### src/rtl/systolic_feeder_2by2.sv
// Sequencer for the 2x2 systolic array: latches A/B on start, clears the PEs,
// streams skewed operands, flushes with zeros and captures the four results.
module systolic_feeder_2by2 #(
    parameter int FLUSH_CYCLES = 2,
    parameter int W            = 8
) (
    input  logic           clk,
    input  logic           reset,
    input  logic           start,
    input  logic [4*W-1:0] mat_a,
    input  logic [4*W-1:0] mat_b,
    input  logic [W-1:0]   c1,
    input  logic [W-1:0]   c2,
    input  logic [W-1:0]   c3,
    input  logic [W-1:0]   c4,
    output logic [W-1:0]   a1,
    output logic [W-1:0]   a2,
    output logic [W-1:0]   b1,
    output logic [W-1:0]   b2,
    output logic           arr_rst,
    output logic           busy,
    output logic           done,
    output logic [4*W-1:0] result
);

    localparam logic [2:0] IDLE  = 3'd0;
    localparam logic [2:0] CLEAR = 3'd1;
    localparam logic [2:0] FEED  = 3'd2;
    localparam logic [2:0] FLUSH = 3'd3;
    localparam logic [2:0] DONE  = 3'd4;

    logic [2:0]     state, state_n;
    logic [3:0]     cnt, cnt_n;
    logic           latch;
    logic [4*W-1:0] a_q, b_q;
    logic [W-1:0]   a1_n, a2_n, b1_n, b2_n;

    logic [W-1:0] a00, a01, a10, a11, b00, b01, b10, b11;
    assign a00 = a_q[W-1:0];
    assign a01 = a_q[2*W-1:W];
    assign a10 = a_q[3*W-1:2*W];
    assign a11 = a_q[4*W-1:3*W];
    assign b00 = b_q[W-1:0];
    assign b01 = b_q[2*W-1:W];
    assign b10 = b_q[3*W-1:2*W];
    assign b11 = b_q[4*W-1:3*W];

    // start is a single-cycle request with implicit ready = (state == IDLE);
    // a start seen in any other state is dropped, not queued.
    always_comb begin
        state_n = state;
        cnt_n   = cnt;
        latch   = 1'b0;
        case (state)
            IDLE: begin
                if (start) begin
                    state_n = CLEAR;
                    latch   = 1'b1;
                end
            end
            CLEAR: begin
                state_n = FEED;
                cnt_n   = 4'd0;
            end
            FEED: begin
                if (cnt == 4'd2) begin
                    state_n = FLUSH;
                    cnt_n   = 4'd0;
                end else begin
                    cnt_n = cnt + 4'd1;
                end
            end
            FLUSH: begin
                if (cnt == 4'(FLUSH_CYCLES - 1)) begin
                    state_n = DONE;
                    cnt_n   = 4'd0;
                end else begin
                    cnt_n = cnt + 4'd1;
                end
            end
            DONE: begin
                state_n = IDLE;
                cnt_n   = 4'd0;
            end
            default: begin
                state_n = IDLE;
                cnt_n   = 4'd0;
            end
        endcase
    end

    // Outputs are registered, so they are decoded from the next state/phase.
    always_comb begin
        a1_n = '0;
        a2_n = '0;
        b1_n = '0;
        b2_n = '0;
        if (state_n == FEED) begin
            case (cnt_n)
                4'd0: begin
                    a1_n = a00;
                    b1_n = b00;
                end
                4'd1: begin
                    a1_n = a01;
                    a2_n = a10;
                    b1_n = b10;
                    b2_n = b01;
                end
                4'd2: begin
                    a2_n = a11;
                    b2_n = b11;
                end
                default: begin
                    a1_n = '0;
                end
            endcase
        end
    end

    always_ff @(posedge clk) begin
        if (reset) begin
            state   <= IDLE;
            cnt     <= 4'd0;
            a_q     <= '0;
            b_q     <= '0;
            a1      <= '0;
            a2      <= '0;
            b1      <= '0;
            b2      <= '0;
            arr_rst <= 1'b0;
            busy    <= 1'b0;
            done    <= 1'b0;
            result  <= '0;
        end else begin
            state   <= state_n;
            cnt     <= cnt_n;
            if (latch) begin
                a_q <= mat_a;
                b_q <= mat_b;
            end
            a1      <= a1_n;
            a2      <= a2_n;
            b1      <= b1_n;
            b2      <= b2_n;
            arr_rst <= (state_n == CLEAR);
            busy    <= (state_n != IDLE);
            done    <= (state_n == DONE);
            if (state_n == DONE) begin
                result <= {c4, c3, c2, c1};
            end
        end
    end

endmodule
### config.mk
export PLATFORM = sky130hd
export DESIGN_NAME = systolic_feeder_2by2
export DESIGN_NICKNAME = d
export VERILOG_FILES = /design/src/rtl/systolic_feeder_2by2.sv
export SDC_FILE = /design/constraint.sdc
export NUM_CORES = 1
export LEC_CHECK = 0
export ABC_AREA = 0
export CAP_MARGIN = 5
export CELL_PAD_IN_SITES_DETAIL_PLACEMENT = 0
export CELL_PAD_IN_SITES_GLOBAL_PLACEMENT = 1
export CORE_UTILIZATION = 33
export CTS_CLUSTER_DIAMETER = 100
export DETAILED_ROUTE_END_ITERATION = 10
export HOLD_SLACK_MARGIN = 0.12
export PLACE_DENSITY = 0.9
export SETUP_SLACK_MARGIN = 0.3
export SYNTH_ARGS = -nofsm -noshare
export SYNTH_HDL_FRONTEND = slang
export SYNTH_SLANG_ARGS = --single-unit
### constraint.sdc
create_clock -name clk -period 2.5 [get_ports clk]
set_clock_uncertainty 0.05 [all_clocks]
set_input_delay 0.75 -clock clk [delete_from_list [all_inputs] [get_ports clk]]
set_output_delay 0.75 -clock clk [all_outputs]
set_load 0.02 [all_outputs]
==> run_1/wire_density.png <==
(3 px per um) 25 x 25 tiles, from dark blue (low) to red (high), scaled to the fullest tile. Values are wire area over tile area, all layers added.
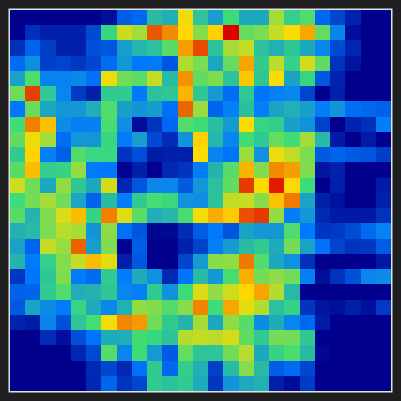
mean over tiles: 0.14
fullest tile: 0.42
nearly empty tiles: 15%
emptiest ninth of the die: south-east

==> run_1/met2.png <==
(4 px per um)
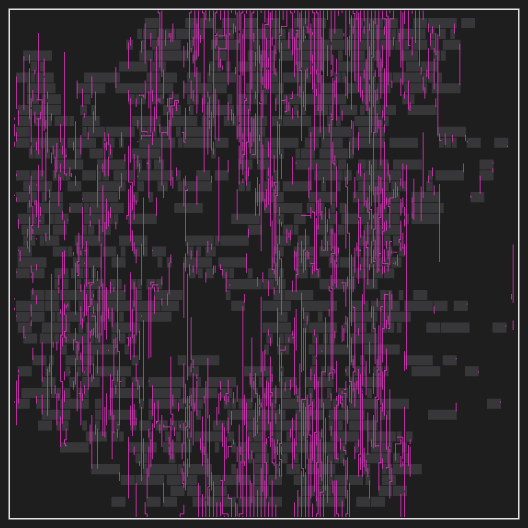
share of all routed wire: 48%
nets with wire on the layer: 685
longest straight run: 53.4 um

==> run_1/pins.png <==
(4 px per um) Pins as bars across the die edge, other pins in grey.
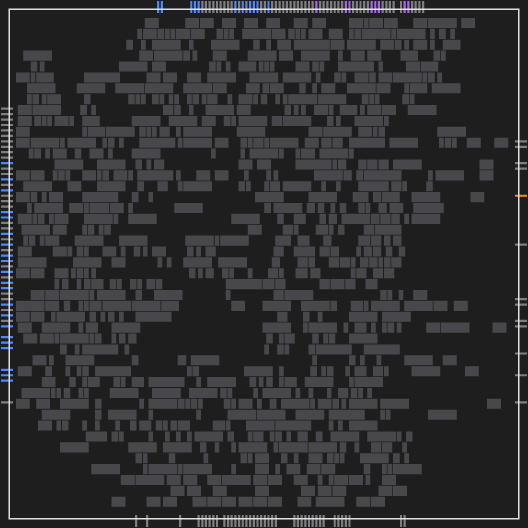
[orange] `start` | pins: 1 | direction: input | edge: east
[blue] `mat_a` | pins: 32 | direction: input | edge: 21 west, 11 north
[purple] `c2` | pins: 8 | direction: input | edge: north

==> impl_metrics.tcl, run 1 <==
# flow metrics
set metrics [dict create \
    drt-initial-drc-count 213 \
    slew_headroom_pct 26.9 \
    cp.depth 1 \
    dp_hpwl_um 9260 \
    syn_area_per_cell_um2 8.24 \
    cts_root_buf "clkbuf_16" \
    ys_sh_xor_pct 0.170 \
    rsz0062_at_grt "no" \
    pin_count 166 \
    cts_num_sinks 138 \
    timing.final.crit_share_pct 86.4 \
    status "complete, no violations" \
    simple_gate_share_pct 22.8 \
    busiest_layer "met2" \
    port_buffers 165 \
    cts_resized 0 \
    critPathCaptureType "output pin" \
    via_per_inst 4.82 \
    rows 45 \
    numSynthFlops 138 \
    antenna_left 0 \
    worstPathMaxFanout 1 \
    yosysWarnings 0 \
    ff_type "dfxtp_1" \
    hold_slack_ns 0.400 \
    ys_cells 626 \
    crit_family "buffers and inverters" \
    synth-edff-count 0 \
    grt_overflow_total 0 \
    path_buffers 1 \
    synth.distinct_cells 41 \
    hold_depth 2 \
    initCoreUtil_pct 33.9 \
    syn-instance-count 626 \
    utilization_pct 49.1 \
    die.size.x_um 127 \
    cts-buffers-inserted 17 \
    tightest_slew_ns 1.10 \
    diodes 0 \
    grt_pass1_vias 4391 \
    crit_arrival_ns 1.36 \
    fin_tns_setup_ns 0 \
    warning_count 26 \
    ys_async_sr_fraction_pct 0 \
    grt_use_total_pct 18.4 \
    chip_area_um2 16100 \
    most_common_cell "nand2_1" \
    coreArea_um2 15200 \
    hold_viol_final 0 \
]
## run 1: layout make-up
type | instances | area (um2)
well taps | 188 | 235
repair buffers | 181 | 1820
clock buffers | 23 | 458
flip-flops and latches | 138 | 2760
fillers | 1494 | 7730
inverters | 5 | 18.8
multi-input cells | 435 | 2140
clock inverters | 5 | 25.0
## run 1: layout by cell type, fill, tap and decap left out, drive strengths merged, types with 5 or more instances in the layout
| cell type | instances |
|---|---|
| buf | 17 |
| nand2 | 197 |
| nor2 | 38 |
| nand3 | 15 |
| dlymetal6s2s | 10 |
| clkdlybuf4s50 | 154 |
| dfxtp | 138 |
| a2bb2oi | 13 |
| clkbuf | 23 |
| clkinv | 5 |
| a21oi | 104 |
| inv | 5 |
| a22oi | 17 |
| o21ai | 5 |
| nand4 | 6 |
## run 1: where the power goes
| part | internal, mW | leakage (nW) | total, mW | switching (mW) |
|---|---|---|---|---|
| Clock | 1.26 | 0.242 | 2.12 | 0.865 |
| Combinational | 0.309 | 1.44 | 0.634 | 0.325 |
| Sequential | 2.29 | 1.12 | 2.35 | 0.0562 |
## run 1: per-layer routing
layer  vias to the layer above  wire, um
met4                         0       258
li1                       2391         -
met1                      2179      6430
met5                         -         0
met2                       116      6900
met3                        18       752
## run 1: path summary, 6_finish.rpt
kind	from	to	slack, ns
worst max-delay path	a1[7]	a1[7]	0.34
worst min-delay path	result[1]	result[1]	0.40
worst max register to register	state[1]	a2[0]	0.46
worst min register to register	result[1]	result[1]	0.40
## run 1: cell families (layout without fill, tap and decap cells)
kind of cell,after synthesis,count (layout)
compound gates,152,152
xor+xnor,1,1
buf+inv,53,214
flops,138,138
simple gates,282,282
## run 1: flip-flops by register name (all words and copies together) (netlist names), 4 cells and up
signal,flops
cnt,4
a_q,32
a2,8
b_q,32
a1,8
result,32
b2,8
b1,8
==> run_1/met3.png <==
(4 px per um)
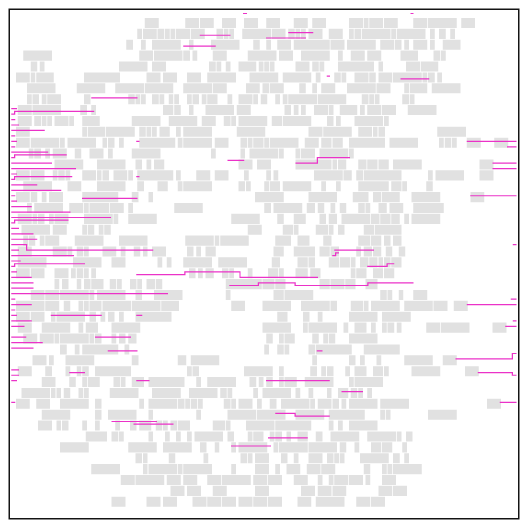

==> run 2: changes to the inputs <==
--- a/config.mk
+++ b/config.mk
@@ -9,11 +9,12 @@
 export CAP_MARGIN = 5
 export CELL_PAD_IN_SITES_DETAIL_PLACEMENT = 0
 export CELL_PAD_IN_SITES_GLOBAL_PLACEMENT = 1
-export CORE_UTILIZATION = 33
+export CORE_UTILIZATION = 30
 export CTS_CLUSTER_DIAMETER = 100
 export DETAILED_ROUTE_END_ITERATION = 10
+export GPL_TIMING_DRIVEN = 0
 export HOLD_SLACK_MARGIN = 0.12
-export PLACE_DENSITY = 0.9
+export PLACE_DENSITY = 0.87
 export SETUP_SLACK_MARGIN = 0.3
 export SYNTH_ARGS = -nofsm -noshare
 export SYNTH_HDL_FRONTEND = slang
==> constraint.sdc (replaced) <==
create_clock -name clk -period 1.8 [get_ports clk]
set_clock_uncertainty 0.05 [all_clocks]
set_input_delay 0.54 -clock clk [delete_from_list [all_inputs] [get_ports clk]]
set_output_delay 0.54 -clock clk [all_outputs]
set_load 0.02 [all_outputs]
==> run_2/met3.png <==
(4 px per um)
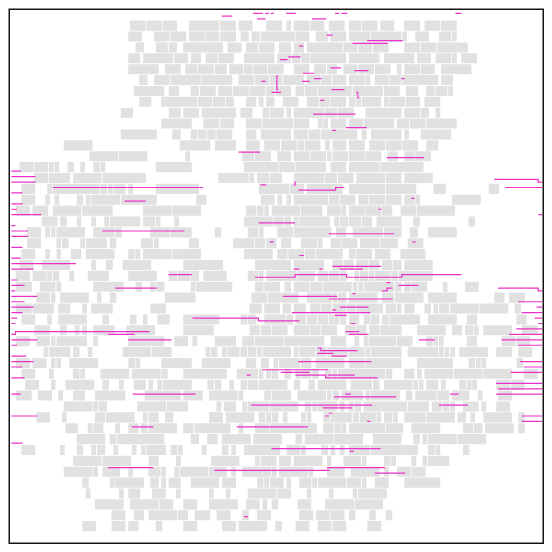
longest straight run: 37.3 um
wire length on this layer: 974 um
nets with wire on the layer: 112
share of all routed wire: 4.9%
main direction: horizontal

==> impl_metrics.tcl, run 2 <==
# flow metrics
set metrics [dict create \
    syn-instance-count 626 \
    most_common_cell "nand2_1" \
    pg_comb_mw 1.53 \
    grt_overflow_total 0 \
    pg_clk_mw 3.90 \
    synth-edff-count 0 \
    seq_area_um2 2840 \
    hold_depth 2 \
    power_switching_mw 2.14 \
    clk_latency_ns 0.42 \
    coreArea_um2 16700 \
    status "finished with violations" \
    rsz0062_at_grt "yes" \
    tightest_slew_ns 0.666 \
    cts-buffers-inserted 17 \
    cts_root_buf "clkbuf_16" \
    layout_top_cell "nand2_1" \
    fin_cells 1116 \
    fin_ws_ns -0.160 \
    ys_async_sr_fraction_pct 0 \
    crit_start "state[1]" \
    power_frac_seq_pct 37.5 \
    wl_met2_um 9800 \
    logic_area_um2 2910 \
    ff_type "dfxtp_1" \
    worstHoldStart "b_q[4]" \
    top_layer_used "met4" \
    hold_path_end "b_q[4]" \
    initCoreUtil_pct 30.9 \
    synth.distinct_cells 41 \
    fmax_mhz 510 \
    finalSetupViolations 50 \
    numSynthFlops 138 \
    p_clk_share_pct 44.8 \
    hold_slack_ns 0.406 \
    sw_frac_of_total_pct 24.6 \
    syn_area_per_cell_um2 8.24 \
    warning_count 29 \
    power.share.combinational_pct 17.7 \
    worstPathMaxFanout 10 \
    grt_pass1_vias 5094 \
    wl_met1_um 8360 \
    powerSeq_mw 3.26 \
    endpoint "a1[4]" \
    cts_num_sinks 138 \
    port_buffers 164 \
    drt-initial-drc-count 219 \
    pin_count 166 \
    timing.final.crit_share_pct 109 \
    slew_headroom_pct 55.6 \
    reg_top3 "a_q x32, b_q x32, result x32" \
    largestPowerGroup "the clock network" \
    ys_cells 626 \
    crit_arrival_ns 2.22 \
    reg2reg_slack_ns -0.16 \
    rows 47 \
    reg2reg_depth 8 \
    violations "setup timing" \
    hold_viol_final 0 \
    diodes 0 \
    chip_area_um2 17700 \
    grt_use_total_pct 20.4 \
    antenna_left 0 \
    yosysWarnings 0 \
    layout_top_cells "150 x nand2_1, 96 x clkdlybuf4s50_1, 88 x dfxtp_1" \
    intPower_mw 6.55 \
    fill_cells 1371 \
]
==> run_2/met2.png <==
(4 px per um)
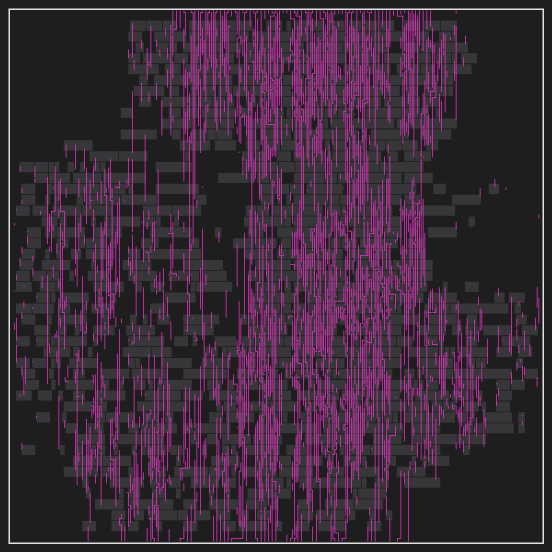
main direction: vertical
longest straight run: 57.8 um
nets with wire on the layer: 842

run 2: cell counts after synthesis:
No cell type changed its count.
run 2: logic make-up after synthesis:
| kind of cell | count (synthesis) | synth area share, % |
|---|---|---|
| xor+xnor | 1 | 0.170 |
| simple gates | 282 | 22.8 |
| flops | 138 | 53.6 |
| buf+inv | 53 | 5.02 |
| compound gates | 152 | 18.4 |
run 2: layer usage:
metal | vias to the layer above | track usage (%)
li1 | 2623 | -
met1 | 2656 | 25.8
met2 | 206 | 33.3
met3 | 57 | 4.07
met4 | 0 | 9.72
met5 | - | 0
run 2: repair_timing:
item,CTS,global route
buffers inserted,30,25
gates cloned,15,4
gates resized,559,157
pin swaps,48,60
setup endpoints to repair,196,153
run 2: area by class of cell:
class	count	share of cell area, %
Buffer	48	5.70
Clock buffer	21	4.72
Clock inverter	11	1.96
Inverter	5	0.320
Multi-Input combinational cell	436	29.8
Sequential cell	138	29.1
Tap cell	220	2.82
Timing Repair Buffer	237	25.6
run 2: stage by stage:
| stage | instance area (um2) | util [%] | total power, mW | worst slack, ns |
|---|---|---|---|---|
| 2_1_floorplan | 5310 | - | 3.86 | -0.131 |
| 3_3_place_gp | 7230 | 43.3 | 4.28 | -0.449 |
| 3_5_place_dp | 7230 | 43.3 | 4.28 | -0.448 |
| 4_1_cts | 8960 | 53.7 | 8.52 | -0.134 |
| 5_1_grt | 9760 | 58.5 | 8.96 | -0.231 |
| 6_report | 9760 | 58.5 | 8.69 | -0.160 |
run 2: worst max-delay path: stages, from the launching register on:
cell	delay [ns]
dfxtp_2	0.36
buf_6	0.13
buf_4	0.18
inv_1	0.12
a21oi_1	0.25
o21ai_0	0.25
o21bai_4	0.27
buf_6	0.18
nor2_1	0.05
==> run 3: changes to the inputs <==
--- a/config.mk
+++ b/config.mk
@@ -10,7 +10,6 @@
 export CELL_PAD_IN_SITES_DETAIL_PLACEMENT = 0
 export CELL_PAD_IN_SITES_GLOBAL_PLACEMENT = 1
 export CORE_UTILIZATION = 30
-export CTS_CLUSTER_DIAMETER = 100
 export DETAILED_ROUTE_END_ITERATION = 10
 export GPL_TIMING_DRIVEN = 0
 export HOLD_SLACK_MARGIN = 0.12
==> run_3/wire_density.png <==
(3 px per um) 27 x 27 tiles, from dark blue (low) to red (high), scaled to the fullest tile. Values are wire area over tile area, all layers added.
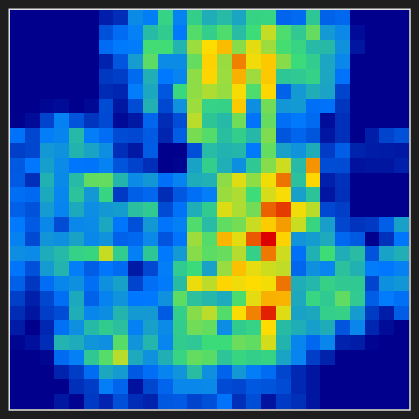
nearly empty tiles: 18%
fullest tile: 0.63
emptiest ninth of the die: north-west
mean over tiles: 0.18

==> run_3/met3.png <==
(4 px per um)
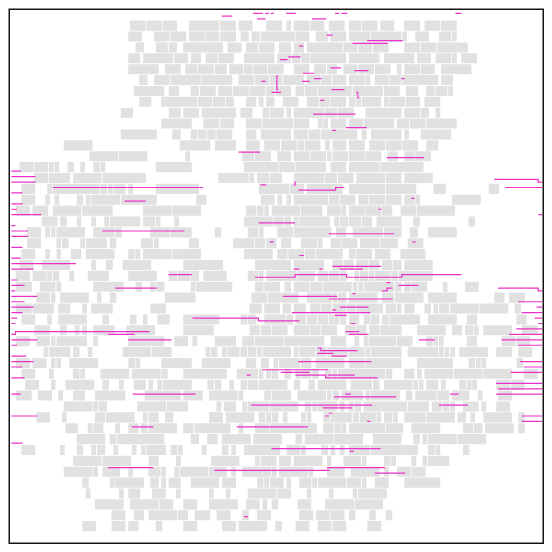
wire length on this layer: 974 um
longest straight run: 37.3 um
share of all routed wire: 4.9%
nets with wire on the layer: 112
main direction: horizontal

==> impl_metrics.tcl, run 3 <==
# flow metrics
set metrics [dict create \
    status "finished with violations" \
    violations "setup timing" \
    critPathCaptureType "flip-flop" \
    diodes 0 \
    power_switching_mw 2.14 \
    power.share.combinational_pct 17.7 \
    cts_root_buf "clkbuf_16" \
    slowest_delay_ns 0.36 \
    grt_overflow_total 0 \
    ys_cells 626 \
    seq_area_um2 2840 \
    port_buffers 164 \
    pin_count 166 \
    hold_slack_ns 0.406 \
    path_buffers 4 \
    final_area_um2 9760 \
    numSynthFlops 138 \
    fin_cells 1116 \
    crit_family "AND-OR/OR-AND gates" \
    crit_chain "buf_6, buf_4, inv_1, a21oi_1, o21ai_0, o21bai_4, buf_6, nor2_1" \
    ff_type "dfxtp_1" \
    mux_area_share_pct 0 \
    warning_count 29 \
    pre_cts_ws_ns -0.448 \
    ys_sh_xor_pct 0.170 \
    synth_adder_area_share_pct 0 \
    synth-edff-count 0 \
    clk_pin_slew_ns 0.06 \
    netlist_area_um2 5160 \
    wl_per_cell_um 17.8 \
    fin_ws_ns -0.160 \
    layout_top_cells "150 x nand2_1, 96 x clkdlybuf4s50_1, 88 x dfxtp_1" \
    top_area_cell "dfxtp_1" \
    clk_latency_ns 0.42 \
    drt-initial-drc-count 219 \
    syn-instance-count 626 \
    hold_viol_final 0 \
    reg_top3 "a_q x32, b_q x32, result x32" \
    synth.distinct_cells 41 \
    synthTopLogicFamily "simple AND/OR/NAND/NOR gates" \
    tightest_slew_ns 0.666 \
    reg2reg_slack_ns -0.16 \
    crit_top_cell "buf_6" \
    timing.final.crit_share_pct 109 \
    simple_gate_share_pct 22.8 \
    most_common_cell "nand2_1" \
    intPower_mw 6.55 \
    rows 47 \
    slew_headroom_pct 55.6 \
    yosysWarnings 0 \
    antenna_left 0 \
    p_total_mw 8.69 \
    chip_area_um2 17700 \
    fin_tns_setup_ns -3.89 \
    p_clk_share_pct 44.8 \
    placed_cells 1010 \
    sw_frac_of_total_pct 24.6 \
    syn_area_per_cell_um2 8.24 \
    fill_cells 1371 \
    worstPathMaxFanout 10 \
    fmax_mhz 510 \
    grt_use_total_pct 20.4 \
    utilization_pct 58.5 \
    finalSetupViolations 50 \
    coreArea_um2 16700 \
    cts_num_sinks 138 \
    rsz0062_at_grt "yes" \
    crit_arrival_ns 2.22 \
    logic_area_um2 2910 \
    layout_top_cell "nand2_1" \
    period_minus_slack_ns 1.96 \
    aoi_share_pct 18.4 \
    cts-buffers-inserted 17 \
    grt_pass1_vias 5094 \
    initCoreUtil_pct 30.9 \
    ys_async_sr_fraction_pct 0 \
    ys_seq_share_pct 53.6 \
    crit_slowest_cell "dfxtp_2" \
    hp-class "reg2reg" \
    htree_levels 4 \
    placed_area_um2 7230 \
    power_frac_seq_pct 37.5 \
]
[run 3: cell type report]
type,instances,area share (%)
multi-input cells,436,29.8
clock buffers,21,4.72
inverters,5,0.320
clock inverters,11,1.96
flip-flops and latches,138,29.1
plain buffers,48,5.70
repair buffers,237,25.6
well taps,220,2.82
[run 3: kinds of logic (layout without fill, tap and decap cells)]
| group | Yosys count | count (layout) |
|---|---|---|
| compound gates | 152 | 152 |
| flops | 138 | 138 |
| xor+xnor | 1 | 1 |
| buf+inv | 53 | 322 |
| simple gates | 282 | 283 |
[run 3: worst register-to-register path, delay by kind of cell, from the launching register on]
| kind | cells | cell delay [ns] |
|---|---|---|
| AOI/OAI and AO/OA | 3 | 0.78 |
| buffers and inverters | 4 | 0.61 |
| DFF | 1 | 0.36 |
| and+or+nand+nor | 1 | 0.06 |
[run 3: final timing paths]
| path | start | end | cells after the start |
|---|---|---|---|
| min | b_q[4] | b_q[4] | 2 |
| max reg2reg | state[1] | a1[4] | 8 |
| max | state[1] | a1[4] | 8 |
| min reg2reg | b_q[4] | b_q[4] | 2 |
[run 3: layer usage]
metal  share of wire (%)  GRT usage, %
met1                  42          25.8
met2                  49          33.3
met3                 4.9          4.07
met4                 3.5          9.72
met5                   0             0
[run 3: power groups by stage]
stage / clock network (mW) / logic (mW) / registers (mW)
6_report: 3.90 / 1.53 / 3.26
5_1_grt: 4.07 / 1.61 / 3.27
4_1_cts: 3.92 / 1.34 / 3.26
3_5_place_dp: 0 / 0.963 / 3.32
3_3_place_gp: 0 / 0.961 / 3.32
2_1_floorplan: 0 / 0.549 / 3.31
[run 3: timing repair]
action,4_1_cts,5_1_grt
setup endpoints to repair,196,153
resized,559,157
pin swaps,48,60
cloned,15,4
buffers inserted,30,25

==> gallery <==
Routing congestion.
Plate I
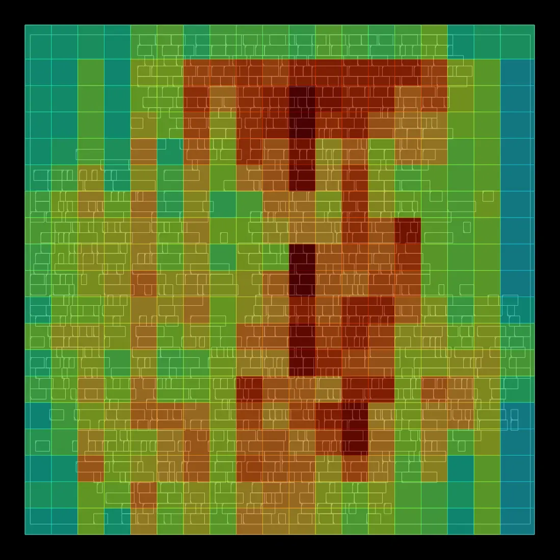
Plate II
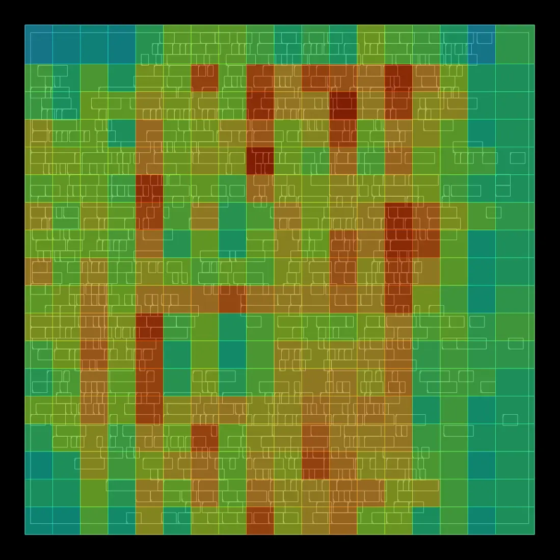
- Plate II = run 1
- Plate I = run 3

Power is estimated from default activity; no workload was simulated.
